$ cat src/rtl/regfile_nr1w_if.sv
// ============================================================================
// Module      : regfile_nr1w_if
// Description : Write/read/config bundle of the N-read 1-write register file.
// Revision    : 1.0 - initial release
// ============================================================================
`default_nettype none

interface regfile_nr1w_if #(
  parameter int DATA_WIDTH   = 4,
  parameter int ADDR_WIDTH   = 5,
  parameter int NUM_RD       = 2,
  parameter int NoConfigBits = 2
);
  logic [DATA_WIDTH-1:0]        D;
  logic [ADDR_WIDTH-1:0]        W_ADR;
  logic                         W_en;
  logic [NUM_RD*ADDR_WIDTH-1:0] RD_ADR;
  logic [NUM_RD*DATA_WIDTH-1:0] RD_DATA;
  logic                         CLR_BUSY;
  logic [NoConfigBits-1:0]      ConfigBits;

  modport master (
    output D, W_ADR, W_en, RD_ADR, ConfigBits,
    input  RD_DATA, CLR_BUSY
  );

  modport slave (
    input  D, W_ADR, W_en, RD_ADR, ConfigBits,
    output RD_DATA, CLR_BUSY
  );
endinterface

`default_nettype wire

$ cat src/rtl/regfile_nr1w.sv
// ============================================================================
// Module      : regfile_nr1w
// Description : 2^ADDR_WIDTH x DATA_WIDTH register file, one write port and
//               NUM_RD read ports (each combinational or registered), with a
//               post-reset clear sweep. Macro REGFILE_WR_BYPASS_EN selects
//               write-first reads; default is read-before-write.
// Revision    : 1.0 - initial release
// ============================================================================
`default_nettype none

module regfile_nr1w #(
  parameter int DATA_WIDTH   = 4,
  parameter int ADDR_WIDTH   = 5,
  parameter int NUM_RD       = 2,
  parameter int NoConfigBits = 2
) (
  input  wire logic      UserCLK,
  input  wire logic      UserRSTn,
  regfile_nr1w_if.slave  bus
);

  localparam int                    c_DEPTH = 1 << ADDR_WIDTH;
  localparam logic [ADDR_WIDTH-1:0] c_LAST  = '1;
  localparam logic [ADDR_WIDTH-1:0] c_ONE   = ADDR_WIDTH'(1);

  typedef enum logic [0:0] {
    ST_CLEAR = 1'b0,
    ST_IDLE  = 1'b1
  } state_t;

  state_t                r_state;
  logic [ADDR_WIDTH-1:0] r_clr_ptr;
  logic                  r_clr_busy;
  logic [DATA_WIDTH-1:0] r_mem [c_DEPTH];

  // Clear sweep owns the array until the last entry is zeroed; user writes
  // are only honoured once in IDLE.
  always_ff @(posedge UserCLK) begin
    if (!UserRSTn) begin
      r_state    <= ST_CLEAR;
      r_clr_ptr  <= '0;
      r_clr_busy <= 1'b1;
      r_mem[0]   <= '0;
    end else begin
      case (r_state)
        ST_CLEAR: begin
          r_mem[r_clr_ptr] <= '0;
          r_clr_ptr        <= r_clr_ptr + c_ONE;
          if (r_clr_ptr == c_LAST) begin
            r_state    <= ST_IDLE;
            r_clr_busy <= 1'b0;
          end
        end
        ST_IDLE: begin
          if (bus.W_en) begin
            r_mem[bus.W_ADR] <= bus.D;
          end
        end
        default: begin
          r_state    <= ST_CLEAR;
          r_clr_ptr  <= '0;
          r_clr_busy <= 1'b1;
        end
      endcase
    end
  end

  assign bus.CLR_BUSY = r_clr_busy;

  for (genvar p = 0; p < NUM_RD; p++) begin : g_rd
    logic [ADDR_WIDTH-1:0] w_addr;
    logic [DATA_WIDTH-1:0] w_val;
    logic [DATA_WIDTH-1:0] r_q;

    assign w_addr = bus.RD_ADR[p*ADDR_WIDTH +: ADDR_WIDTH];

`ifdef REGFILE_WR_BYPASS_EN
    assign w_val = ((r_state == ST_IDLE) && bus.W_en && (w_addr == bus.W_ADR))
                   ? bus.D : r_mem[w_addr];
`else
    assign w_val = r_mem[w_addr];
`endif

    always_ff @(posedge UserCLK) begin
      if (!UserRSTn) begin
        r_q <= '0;
      end else begin
        r_q <= w_val;
      end
    end

    assign bus.RD_DATA[p*DATA_WIDTH +: DATA_WIDTH] = bus.ConfigBits[p] ? r_q : w_val;
  end

endmodule

`default_nettype wire

$ cat src/flat_wrapper.sv
// flat-port wrapper written by rule: the top's interface ports become plain ports
module regfile_nr1w_flat 
#(
  parameter int DATA_WIDTH   = 4,
  parameter int ADDR_WIDTH   = 5,
  parameter int NUM_RD       = 2,
  parameter int NoConfigBits = 2
)
  (UserCLK, UserRSTn, bus_D, bus_W_ADR, bus_W_en, bus_RD_ADR, bus_ConfigBits, bus_RD_DATA, bus_CLR_BUSY);
  regfile_nr1w_if #(.DATA_WIDTH(DATA_WIDTH), .ADDR_WIDTH(ADDR_WIDTH), .NUM_RD(NUM_RD), .NoConfigBits(NoConfigBits)) bus_i ();
  input  wire logic UserCLK;
  input  wire logic UserRSTn;
  input wire logic [$bits(bus_i.D)-1:0] bus_D;
  input wire logic [$bits(bus_i.W_ADR)-1:0] bus_W_ADR;
  input wire logic [$bits(bus_i.W_en)-1:0] bus_W_en;
  input wire logic [$bits(bus_i.RD_ADR)-1:0] bus_RD_ADR;
  input wire logic [$bits(bus_i.ConfigBits)-1:0] bus_ConfigBits;
  output wire logic [$bits(bus_i.RD_DATA)-1:0] bus_RD_DATA;
  output wire logic [$bits(bus_i.CLR_BUSY)-1:0] bus_CLR_BUSY;
  assign bus_i.D = bus_D;
  assign bus_i.W_ADR = bus_W_ADR;
  assign bus_i.W_en = bus_W_en;
  assign bus_i.RD_ADR = bus_RD_ADR;
  assign bus_i.ConfigBits = bus_ConfigBits;
  assign bus_RD_DATA = bus_i.RD_DATA;
  assign bus_CLR_BUSY = bus_i.CLR_BUSY;
  regfile_nr1w #(.DATA_WIDTH(DATA_WIDTH), .ADDR_WIDTH(ADDR_WIDTH), .NUM_RD(NUM_RD), .NoConfigBits(NoConfigBits)) u_core (.UserCLK(UserCLK), .UserRSTn(UserRSTn), .bus(bus_i));
endmodule
$ cat config.mk
export PLATFORM = sky130hd
export DESIGN_NAME = regfile_nr1w_flat
export DESIGN_NICKNAME = d
export VERILOG_FILES = /design/src/rtl/regfile_nr1w_if.sv /design/src/rtl/regfile_nr1w.sv /design/src/flat_wrapper.sv
export SDC_FILE = /design/constraint.sdc
export NUM_CORES = 1
export LEC_CHECK = 0
export CAP_MARGIN = 20
export CORE_MARGIN = 2
export CORE_UTILIZATION = 41
export DETAILED_ROUTE_END_ITERATION = 16
export SLEW_MARGIN = 20
export SYNTH_ARGS = -nofsm -noshare
export SYNTH_HDL_FRONTEND = slang
export SYNTH_SLANG_ARGS = --single-unit
export TNS_END_PERCENT = 30
$ cat constraint.sdc
create_clock -name UserCLK -period 2.5 [get_ports UserCLK]
set_input_delay 0.375 -clock UserCLK [delete_from_list [all_inputs] [get_ports UserCLK]]
set_output_delay 0.375 -clock UserCLK [all_outputs]
set_load 0.005 [all_outputs]
==> results.yml, run 1 <==
# physical design summary
clock_tree:
  clk_pin_slew_ns: 0.06
  clock_path_buffers: 2
  cts_buffers: 17
  cts_tree: "built"
routing:
  drc: 0
  drtIter0Drc: 395
  routed_via_density: 5.57
  totalWireLength_mm: 19.3
min_path:
  worstHoldPathCells: 2
  hp-class: "register to register"
  min_to: "u_core.bus.CLR_BUSY"
setup_path:
  reg2reg_to: "u_core.r_mem[4][1]"
  rrSetupSlack_ns: 0.29
  reg2regPathDepth: 5
  crit_arrival_ns: 2.12
  worstSetupStartpoint: "u_core.r_mem[27][2]"
  r2r-start: "u_core.r_state"
timing:
  worst_pin_slew_ns: 0.524
  max-slew-margin-rel: 0.650
  grt_setup_unrepaired: "yes"
  setup_viol: 0
  timing.final.crit_share: 0.996
  drv_slew: 0
power:
  p_comb_mw: 0.500
  p_int_mw: 4.69
  power_density_mw_per_mm2: 653
  ir_drop_mv: 0.473
  maxPowerGroup: "clock"
  net-switching-power_mw: 1.24
floorplan:
  initCoreUtil: 0.415
  ios: 33
  chipArea_mm2: 0.0183
yosys:
  synth-seq-cells: 143
  ys_seq_frac: 0.586
  synth_area_mm2: 0.00707
  ys_async_sr_fraction: 0
  synth-edff-count: 128
  ys_types: 33
  yosys-stat-cells: 534
  synthMostInstantiatedCell: "mux2i_1"
  top_area_cell: "edfxtp_1"
  ff_type: "edfxtp_1"
place:
  dp_hpwl_mm: 13.4
outcome:
  status: "complete, no violations"
cells_and_area:
  nets: 655
  diodes: 0
  fillers: 1446
-- run 1: cell type report --
| type | instances | area, um2 | share of cell area |
|---|---|---|---|
| Clock buffer | 22 | 474 | 0.0522 |
| Timing Repair Buffer | 107 | 1020 | 0.112 |
| Clock inverter | 10 | 184 | 0.0203 |
| Tap cell | 225 | 282 | 0.0310 |
| Sequential cell | 143 | 4140 | 0.457 |
| Multi-Input combinational cell | 358 | 2970 | 0.327 |
| Inverter | 2 | 7.51 | 0.000827 |
-- run 1: cells in the final DEF, fill, tap and decap left out, types with 3 or more instances in the layout --
| cell | instances |
|---|---|
| dlymetal6s2s_1 | 3 |
| clkbuf_2 | 5 |
| buf_6 | 4 |
| mux2i_1 | 130 |
| o21ai_1 | 3 |
| nand2_1 | 14 |
| and3_1 | 9 |
| a22oi_2 | 32 |
| clkbuf_16 | 17 |
| dlygate4sd2_1 | 5 |
| bufinv_16 | 5 |
| nor2_1 | 48 |
| nor2b_1 | 9 |
| or4_4 | 4 |
| buf_12 | 10 |
| nand2b_1 | 3 |
| a21oi_2 | 16 |
| o21ai_2 | 4 |
| and2_1 | 5 |
| dfxtp_1 | 15 |
| edfxtp_1 | 128 |
| a22oi_1 | 32 |
| a21oi_1 | 17 |
| nor2b_2 | 3 |
| clkdlybuf4s50_1 | 14 |
| clkbuf_8 | 3 |
| buf_4 | 61 |
-- run 1: through the flow --
step	utilization	hold slack (ns)	area [um2]	worst slack (ns)
2_1_floorplan	-	0.456	7070	0.475
3_3_place_gp	0.473	0.452	8080	-0.833
3_5_place_dp	0.473	0.467	8080	-0.840
4_1_cts	0.528	0.476	9000	-0.179
5_1_grt	0.532	0.504	9080	-0.0805
6_report	0.532	0.468	9080	0.00943
-- run 1: sequential cells by signal, summed over array words and instances, names as in the netlist --
| name | flops |
|---|---|
| u_core.r_clr_ptr | 5 |
| u_core.bus.CLR_BUSY | 1 |
| u_core.g_rd.r_q | 8 |
| u_core.r_state | 1 |
| u_core.r_mem | 128 |
-- run 1: repair_timing --
| action | CTS | global route |
|---|---|---|
| gates cloned | 1 | 0 |
| buffers inserted | 3 | 0 |
| pin swaps | 16 | 16 |
| resized | 72 | 34 |
| hold buffers | 0 | 0 |
| setup endpoints to repair | 8 | 8 |
-- run 1: cells by family after synthesis --
| kind of cell | count (synthesis) | share of synthesized area |
|---|---|---|
| buf+inv | 33 | 0.0370 |
| xor+xnor | 2 | 0.00248 |
| mux | 134 | 0.190 |
| simple gates | 113 | 0.0799 |
| compound gates | 107 | 0.101 |
| fa+ha+maj | 2 | 0.00354 |
| flops | 143 | 0.586 |
-- run 1: critical path, cell delays in order, from the launching register on --
cell	delay [ns]
edfxtp_1	0.38
mux2i_1	0.29
a22oi_2	0.14
a21oi_2	0.17
nor4_2	0.06
buf_4	0.14
mux2_2	0.25
dlygate4sd2_1	0.26
-- run 1: routing by layer --
metal / global-route usage / part of all wire / vias up / wire length [um]
met5: 0 / 0 / - / 0
met4: 0.0741 / 0.021 / 0 / 402
met3: 0.0449 / 0.048 / 31 / 921
met2: 0.375 / 0.50 / 128 / 9630
met1: 0.282 / 0.43 / 2414 / 8360
li1: - / - / 2260 / -
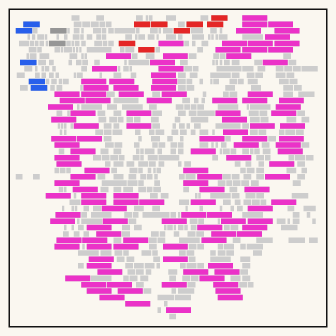
(run_1/flops_by_reg.png)
Other sequential cells in the stronger grey, the rest of the logic in the fainter grey.
Key: u_core.g_rd.r_q = red [sequential cells 8, where north]; u_core.r_mem = magenta [sequential cells 128, where widely spread]; u_core.r_clr_ptr = blue [sequential cells 5, where north-west]
Another 2 sequential cells are not coloured.

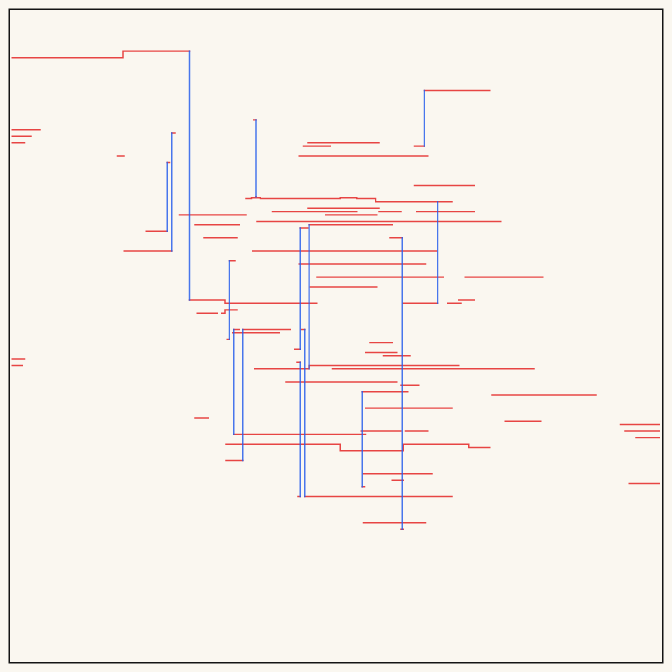
(run_1/wires.png)
Two of the layers only.
Key: metal 4 = blue [wire length 402 um]; metal 3 = red [wire length 922 um]

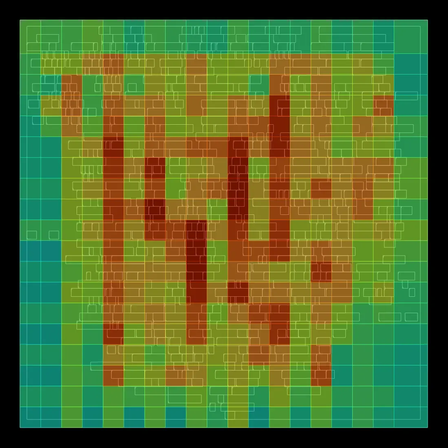
(run_1/congestion.png)
WL/cell: 22.3 um
met2 track demand over resource: 0.375
GRT Util Overall: 0.220
GRT met3 Usage: 0.0449

==> run 2: changes to the inputs <==
- ABC_AREA: default -> 1
- GPL_TIMING_DRIVEN: default -> 0
==> run 2 against run 1 <==
Against the previous run:
- the run now ends with setup timing left
- fmax shrank 0.78%
- first-iteration DRC count grew 120%
- clock-buffer cell count shrank 4
- non-clock buffer count shrank 19
- core utilization shrank 3.0 points
- total power shrank 3.1%
- clock skew is essentially flat
- flip-flop count is the same
- routed wire length grew 20%
- critical path depth grew 6
- cell count grew 36%
- critical path type is now primary input to output port
- critical endpoint is now bus_RD_DATA[3]
- largest cell class unchanged
- largest power group is now sequential cells
==> results.yml, run 2 <==
# physical design summary
outcome:
  status: "complete, but fails checks"
  violations: "setup timing"
grt:
  grt_pass1_wl_mm: 35.3
  top_usage_layer: "met2"
  met1_usage: 0.350
  grt.total_usage: 0.244
clock_tree:
  clk_pin_slew_ns: 0.06
  cts_buffers: 17
  cts_tree: "built"
  clock_path_buffers: 2
routing:
  routed_via_density: 5.50
  totalWireLength_mm: 23.1
cells_and_area:
  lay_top_count: "nand2_1"
  largest_reg_flops: 128
  top_regs: "u_core.r_mem: 128 flops, u_core.g_rd.r_q: 8 flops, u_core.r_clr_ptr: 5 flops"
  nets: 962
  diodes: 0
  mostFrequentLayoutCells: "348 x nand2_1, 202 x nand3_1, 128 x edfxtp_1"
  fillers: 1683
yosys:
  top_area_cell: "edfxtp_1"
  ff_type: "edfxtp_1"
  top_cell_area_share: 0.517
  synthMostInstantiatedCell: "nand2_1"
  synth-edff-count: 128
  synth-seq-cells: 143
  ys_async_sr_fraction: 0
  ys_types: 28
  postSynthCellCount: 878
  ys_seq_frac: 0.557
power:
  power_density_mw_per_mm2: 639
  ir_drop_mv: 0.501
setup_path:
  reg2regPathDepth: 7
  worstSetupStartpoint: "bus_RD_ADR[0]"
  r2r-start: "u_core.r_state"
  reg2reg_to: "u_core.r_mem[13][2]"
  crit_arrival_ns: 2.14
timing:
  worst_slack_ns: -0.0101
  setup_viol: 1
  grt_setup_unrepaired: "yes"
  timing.final.crit_share: 1.00
  drv_slew: 0
  worst_pin_slew_ns: 0.669
place:
  dp_hpwl_mm: 16.3
min_path:
  worstHoldPathCells: 5
floorplan:
  initCoreUtil: 0.415
  ios: 33
  chipArea_mm2: 0.0192
[run 2: cell count changes after synthesis, moves of 6 or more]
cell / delta
a21oi_1: -31
a22oi_1: -64
and2_1: -7
and3_1: -9
buf_2: +20
buf_4: +10
clkbuf_1: -8
inv_1: +21
inv_2: +6
mux2i_1: -130
nand2_1: +340
nand2_2: +10
nand3_1: +214
nor2b_1: -12
[run 2: worst max-delay path by stage]
stage	end	slack, ns	cells after the start
6_report	bus_RD_DATA[3]	-0.01	13
3_3_place_gp	u_core.r_mem[22][2]	-1.27	5
5_1_grt	bus_RD_DATA[3]	-0.12	13
2_1_floorplan	u_core.r_mem[0][0]	0.67	4
4_1_cts	bus_RD_DATA[3]	-0.009	13
3_5_place_dp	bus_RD_DATA[4]	-0.41	12
[run 2: kinds of logic (layout without fill, tap and decap cells)]
kind of cell               Yosys count  after routing  synth area share
buffers and inverters               81            151            0.0586
DFF                                143            143             0.557
and+or+nand+nor                    640            640             0.369
adders and majority gates            2              2           0.00337
AOI/OAI and AO/OA                   12             12            0.0116
[run 2: report_power, final]
group	switching (mW)	leakage [nW]	total, mW	internal, mW
clock	0.978	0.284	2.53	1.55
sequential	0.0147	1.45	2.61	2.60
combinational	0.383	2.00	0.608	0.225
total	1.38	3.73	5.74	4.37
[run 2: repair_timing]
item | 4_1_cts | 5_1_grt
pin swaps | 4 | 3
setup buffers | 8 | 0
hold endpoints to repair | 0 | 0
endpoints found under the setup margin | 8 | 7
gates cloned | 1 | 0
hold buffers | 0 | 0
gates resized | 52 | 21
[run 2: area by class of cell]
class                           instances  area share
Buffer                                 49      0.0441
Clock buffer                           18      0.0478
Clock inverter                         13      0.0163
Inverter                               32      0.0149
Multi-Input combinational cell        654       0.331
Sequential cell                       143       0.461
Tap cell                              229      0.0319
Timing Repair Buffer                   39      0.0532
[run 2: critical path, stage by stage]
cell and delay, ns:
clkdlybuf4s15_2 0.21, buf_6 0.15, buf_6 0.14, buf_8 0.14, nand2_1 0.06, nand3_1 0.07
nand3_1 0.08, nand2_1 0.10, nand2_1 0.07, nand3_2 0.09, nand3_1 0.09, nand2_1 0.06
clkdlybuf4s50_1 0.49
[run 2: through the flow]
step / setup WS, ns / utilization / instances / cell area, um2 / hold WS, ns
CTS: -0.00920 / 0.498 / 1177 / 8920 / 0.406
global placement: -1.27 / 0.446 / 1133 / 7980 / 0.482
finish: -0.0101 / 0.502 / 1177 / 8990 / 0.417
global route: -0.121 / 0.502 / 1177 / 8990 / 0.450
detailed placement: -0.408 / 0.453 / 1137 / 8110 / 0.493
floorplan: 0.666 / - / 878 / 7430 / 0.468
[run 2: per-layer routing]
metal  routed length, um  vias to the layer above
met5                   0                        -
met4                 412                        0
met2               10400                      321
met3                2060                       34
li1                    -                     3069
met1               10300                     3044
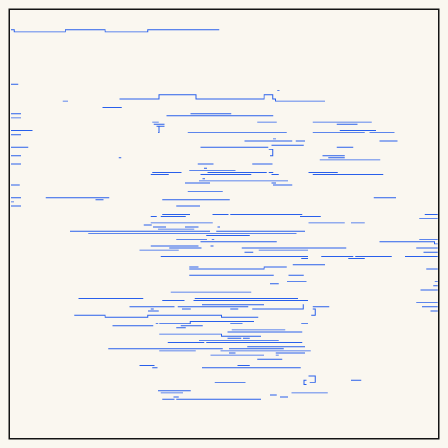
(run_2/layer_met3.png)
The layer holds 8.9% of the routed length. The longest straight run is 67.2 um. 132 nets have wire on it.
GRT met3 Usage: 0.0563
Vias: 6468

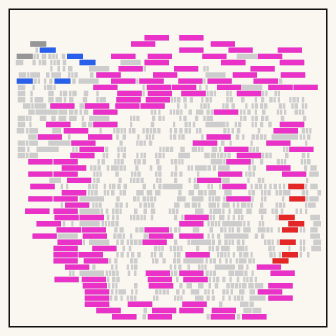
(run_2/flops_by_reg.png)
Other sequential cells in the stronger grey, the rest of the logic in the fainter grey.
Key: u_core.r_clr_ptr = blue [sequential cells 5, where north-west]; u_core.r_mem = magenta [sequential cells 128, where widely spread]; u_core.g_rd.r_q = red [sequential cells 8]

Power figures rest on the tool's default switching activity, not on a simulated workload.
